The clock network:
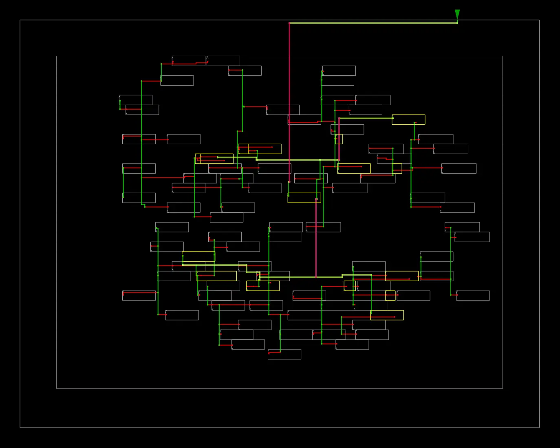
Wiring heat map:
The die is cut into 29 by 23 equal tiles; dark blue is low, red is high, scaled to the fullest tile. Values are wire area over tile area, all layers added.
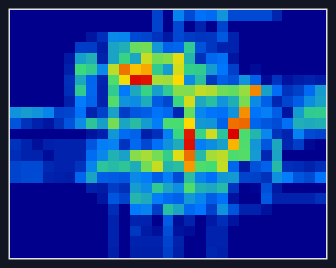
Routed clock nets over the placement:
Bar = 50 µm.
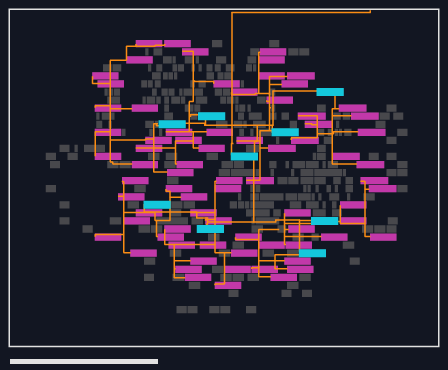
==> src/rtl/seg7_pkg.sv <==
// seg7_pkg: segment-off constant, active-low hex digit codes and the hex_to_seg7 lookup
package seg7_pkg;
  typedef logic [6:0] seg_t;
  localparam logic [7:0] SEG_OFF = 8'hFF;
  localparam seg_t HEX_CODES [16] = '{
    7'b1000000, 7'b1111001, 7'b0100100, 7'b0110000,
    7'b0011001, 7'b0010010, 7'b0000010, 7'b1111000,
    7'b0000000, 7'b0010000, 7'b0001000, 7'b0000011,
    7'b1000110, 7'b0100001, 7'b0000110, 7'b0001110
  };
  function automatic seg_t hex_to_seg7(input logic [3:0] nibble);
    return HEX_CODES[nibble];
  endfunction
endpackage

==> src/rtl/seg7_scan_driver_if.sv <==
// seg7_scan_driver_if: user-side bus (en, load, value, dp, blank_lz in; frame_start, digit, data out)
interface seg7_scan_driver_if #(parameter int NUM_DIGITS = 4);
  logic en;
  logic load;
  logic [4*NUM_DIGITS-1:0] value;
  logic [NUM_DIGITS-1:0] dp;
  logic blank_lz;
  logic frame_start;
  logic [NUM_DIGITS-1:0] digit;
  logic [7:0] data;
  modport master (output en, load, value, dp, blank_lz, input frame_start, digit, data);
  modport slave (input en, load, value, dp, blank_lz, output frame_start, digit, data);
endinterface

==> src/rtl/seg7_hex_decoder.sv <==
// seg7_hex_decoder: combinational nibble_i -> active-low seg_o (g..a)
module seg7_hex_decoder
  import seg7_pkg::*;
(
  input  logic [3:0] nibble_i,
  output seg_t       seg_o
);
  assign seg_o = hex_to_seg7(nibble_i);
endmodule

==> src/rtl/seg7_scan_driver.sv <==
// seg7_scan_driver: multiplexed N-digit seven-segment scanner (clk, rst, bus slave: load/value/dp/blank_lz/en in, digit/data/frame_start out)
module seg7_scan_driver
  import seg7_pkg::*;
#(
  parameter int NUM_DIGITS   = 4,
  parameter int SLOT_CYCLES  = 50000,
  parameter int BLANK_CYCLES = 500
) (
  input logic clk,
  input logic rst,
  seg7_scan_driver_if.slave bus
);
  localparam int CW = $clog2(SLOT_CYCLES);
  localparam int IW = NUM_DIGITS > 1 ? $clog2(NUM_DIGITS) : 1;
  localparam int VW = 4 * NUM_DIGITS;
  logic [CW-1:0] cnt_q, cnt_d;
  logic [IW-1:0] idx_q, idx_d;
  logic [VW-1:0] pend_val_q, pend_val_d, shd_val_q, shd_val_d;
  logic [NUM_DIGITS-1:0] pend_dp_q, pend_dp_d, shd_dp_q, shd_dp_d, digit_q, digit_d, nz;
  logic pend_lz_q, pend_lz_d, shd_lz_q, shd_lz_d, pend_valid_q, pend_valid_d;
  logic wrap_q, frame_start_q, slot_end, frame_end, take, supp, lit;
  logic [7:0] data_q, data_d;
  logic [3:0] nib;
  seg_t seg;
  for (genvar g = 0; g < NUM_DIGITS; g++) begin : g_nz
    assign nz[g] = |shd_val_q[4*g +: 4] | shd_dp_q[g];
  end
  seg7_hex_decoder u_dec (.nibble_i(nib), .seg_o(seg));
  always_comb begin
    slot_end = cnt_q == CW'(SLOT_CYCLES - 1);
    frame_end = slot_end && idx_q == IW'(NUM_DIGITS - 1);
    cnt_d = slot_end ? '0 : cnt_q + 1'b1;
    idx_d = frame_end ? '0 : slot_end ? idx_q + 1'b1 : idx_q;
    pend_val_d = bus.load ? bus.value : pend_val_q;
    pend_dp_d = bus.load ? bus.dp : pend_dp_q;
    pend_lz_d = bus.load ? bus.blank_lz : pend_lz_q;
    pend_valid_d = !frame_end && (bus.load || pend_valid_q);
    // pend_*_d already carries a same-cycle load, so a boundary load bypasses straight into the shadow
    take = frame_end && (bus.load || pend_valid_q);
    shd_val_d = take ? pend_val_d : shd_val_q;
    shd_dp_d = take ? pend_dp_d : shd_dp_q;
    shd_lz_d = take ? pend_lz_d : shd_lz_q;
    nib = shd_val_q[idx_q*4 +: 4];
    supp = shd_lz_q && idx_q != '0 && (nz >> idx_q) == '0;
    lit = bus.en && cnt_q >= CW'(BLANK_CYCLES) && !supp;
    digit_d = lit ? ~(NUM_DIGITS'(1) << idx_q) : '1;
    data_d = lit ? {~shd_dp_q[idx_q], seg} : SEG_OFF;
  end
  always_ff @(posedge clk or posedge rst) begin
    if (rst) begin
      cnt_q <= '0;
      idx_q <= '0;
      pend_val_q <= '0;
      pend_dp_q <= '0;
      pend_lz_q <= 1'b0;
      pend_valid_q <= 1'b0;
      shd_val_q <= '0;
      shd_dp_q <= '0;
      shd_lz_q <= 1'b0;
      wrap_q <= 1'b0;
      frame_start_q <= 1'b0;
      digit_q <= '1;
      data_q <= SEG_OFF;
    end else begin
      cnt_q <= cnt_d;
      idx_q <= idx_d;
      pend_val_q <= pend_val_d;
      pend_dp_q <= pend_dp_d;
      pend_lz_q <= pend_lz_d;
      pend_valid_q <= pend_valid_d;
      shd_val_q <= shd_val_d;
      shd_dp_q <= shd_dp_d;
      shd_lz_q <= shd_lz_d;
      // wrap_q marks counters sitting at cnt=0/idx=0 after a real frame wrap (never after reset)
      wrap_q <= frame_end;
      frame_start_q <= wrap_q;
      digit_q <= digit_d;
      data_q <= data_d;
    end
  end
  assign bus.digit = digit_q;
  assign bus.data = data_q;
  assign bus.frame_start = frame_start_q;
endmodule

==> src/flat_wrapper.sv <==
// flat-port wrapper written by rule: the top's interface ports become plain ports
module seg7_scan_driver_flat import seg7_pkg::*;
#(
  parameter int NUM_DIGITS   = 4,
  parameter int SLOT_CYCLES  = 50000,
  parameter int BLANK_CYCLES = 500
)
  (clk, rst, bus_en, bus_load, bus_value, bus_dp, bus_blank_lz, bus_frame_start, bus_digit, bus_data);
  seg7_scan_driver_if #(.NUM_DIGITS(NUM_DIGITS)) bus_i ();
  input logic clk;
  input logic rst;
  input wire logic [$bits(bus_i.en)-1:0] bus_en;
  input wire logic [$bits(bus_i.load)-1:0] bus_load;
  input wire logic [$bits(bus_i.value)-1:0] bus_value;
  input wire logic [$bits(bus_i.dp)-1:0] bus_dp;
  input wire logic [$bits(bus_i.blank_lz)-1:0] bus_blank_lz;
  output wire logic [$bits(bus_i.frame_start)-1:0] bus_frame_start;
  output wire logic [$bits(bus_i.digit)-1:0] bus_digit;
  output wire logic [$bits(bus_i.data)-1:0] bus_data;
  assign bus_i.en = bus_en;
  assign bus_i.load = bus_load;
  assign bus_i.value = bus_value;
  assign bus_i.dp = bus_dp;
  assign bus_i.blank_lz = bus_blank_lz;
  assign bus_frame_start = bus_i.frame_start;
  assign bus_digit = bus_i.digit;
  assign bus_data = bus_i.data;
  seg7_scan_driver #(.NUM_DIGITS(NUM_DIGITS), .SLOT_CYCLES(SLOT_CYCLES), .BLANK_CYCLES(BLANK_CYCLES)) u_core (.clk(clk), .rst(rst), .bus(bus_i));
endmodule
==> config.mk <==
export PLATFORM = sky130hd
export DESIGN_NAME = seg7_scan_driver_flat
export DESIGN_NICKNAME = d
export VERILOG_FILES = /design/src/rtl/seg7_pkg.sv /design/src/rtl/seg7_scan_driver_if.sv /design/src/rtl/seg7_hex_decoder.sv /design/src/rtl/seg7_scan_driver.sv /design/src/flat_wrapper.sv
export SDC_FILE = /design/constraint.sdc
export NUM_CORES = 1
export LEC_CHECK = 0
export CAP_MARGIN = 0
export CORE_ASPECT_RATIO = 0.75
export CORE_MARGIN = 10
export CORE_UTILIZATION = 30
export DETAILED_ROUTE_END_ITERATION = 7
export GPL_ROUTABILITY_DRIVEN = 1
export HOLD_SLACK_MARGIN = 0.03
export PLACE_DENSITY = 0.53
export SKIP_CTS_REPAIR_TIMING = 1
export SYNTH_ARGS = -nofsm -noshare
export SYNTH_HDL_FRONTEND = slang
export SYNTH_HIERARCHICAL = 1
export SYNTH_SLANG_ARGS = --single-unit
==> constraint.sdc <==
create_clock -name clk -period 3 [get_ports clk]
set_clock_uncertainty 0.15 [all_clocks]
set_input_delay 0.6 -clock clk [delete_from_list [all_inputs] [get_ports clk]]
set_output_delay 0.6 -clock clk [all_outputs]
set_load 0.02 [all_outputs]
==> impl_metrics.json <==
{
  "setup_viol": 0,
  "yosysCellCount": 274,
  "fp.dieW_um": 145,
  "cts-root-buf": "clkbuf_16",
  "cts_tree": "yes",
  "yosys.area_share.simple_pct": 10.3,
  "p_int_mw": 1.78,
  "combPwrFrac_pct": 6.7,
  "status": "completed",
  "final_cells": 463,
  "endpoint": "u_core/bus.digit[3]",
  "diodes": 0,
  "io_pins": 38,
  "largestPowerGroup": "sequential cells",
  "fa_ha_area_share_pct": 4.66,
  "slew-limit-headroom_pct": 32.2,
  "wl_met1_um": 3730,
  "hold_path.class": "register to register",
  "grt_max_degree": 76,
  "crit_buf_inv": 1,
  "finalWeightedCongestion": 0.829,
  "htreeDepth": 3,
  "crit_start": "u_core/idx_q[0]",
  "core_util_floorplan_pct": 30.4,
  "path_max_fanout": 10,
  "sh_comb_area_pct": 34.1,
  "syn2layout_area_growth_pct": 23.9,
  "netSwitchingPower_mw": 0.509,
  "reg2reg_depth": 6,
  "xor_share_pct": 3.52,
  "hold_violations": 0,
  "layout_top_cells": "dfrtp_1, mux2_2, clkdlybuf4s50_1",
  "mi_logic_area_um2": 1470
}
-- 'the clock network' (at the start) --
clk ins delay skew pair: 0.34 ns
cts bufs inserted: 9

-- 'wiring heat map' (at the start) --
The fullest tile reaches 0.40. 9.0% of the tiles are over half the peak. 37% of the tiles are nearly empty. The densest ninth of the die: center. The emptiest ninth of the die: south-west.
GRT Total Usage: 9.45%
Post-Route WL: 7230 µm
drt wl/cell: 15.6 µm
Via Count: 2213

-- 'routed clock nets over the placement' (at the start) --
Magenta stands for flip-flops, count 75. Cyan stands for cells driving clock nets, count 9. Orange stands for clock wires, length 1040 µm.
There are 10 routed clock nets.
Clock net power: 1.06 mW
clock share of power: 46.6%

Power figures rest on the tool's default switching activity, not on a simulated workload.
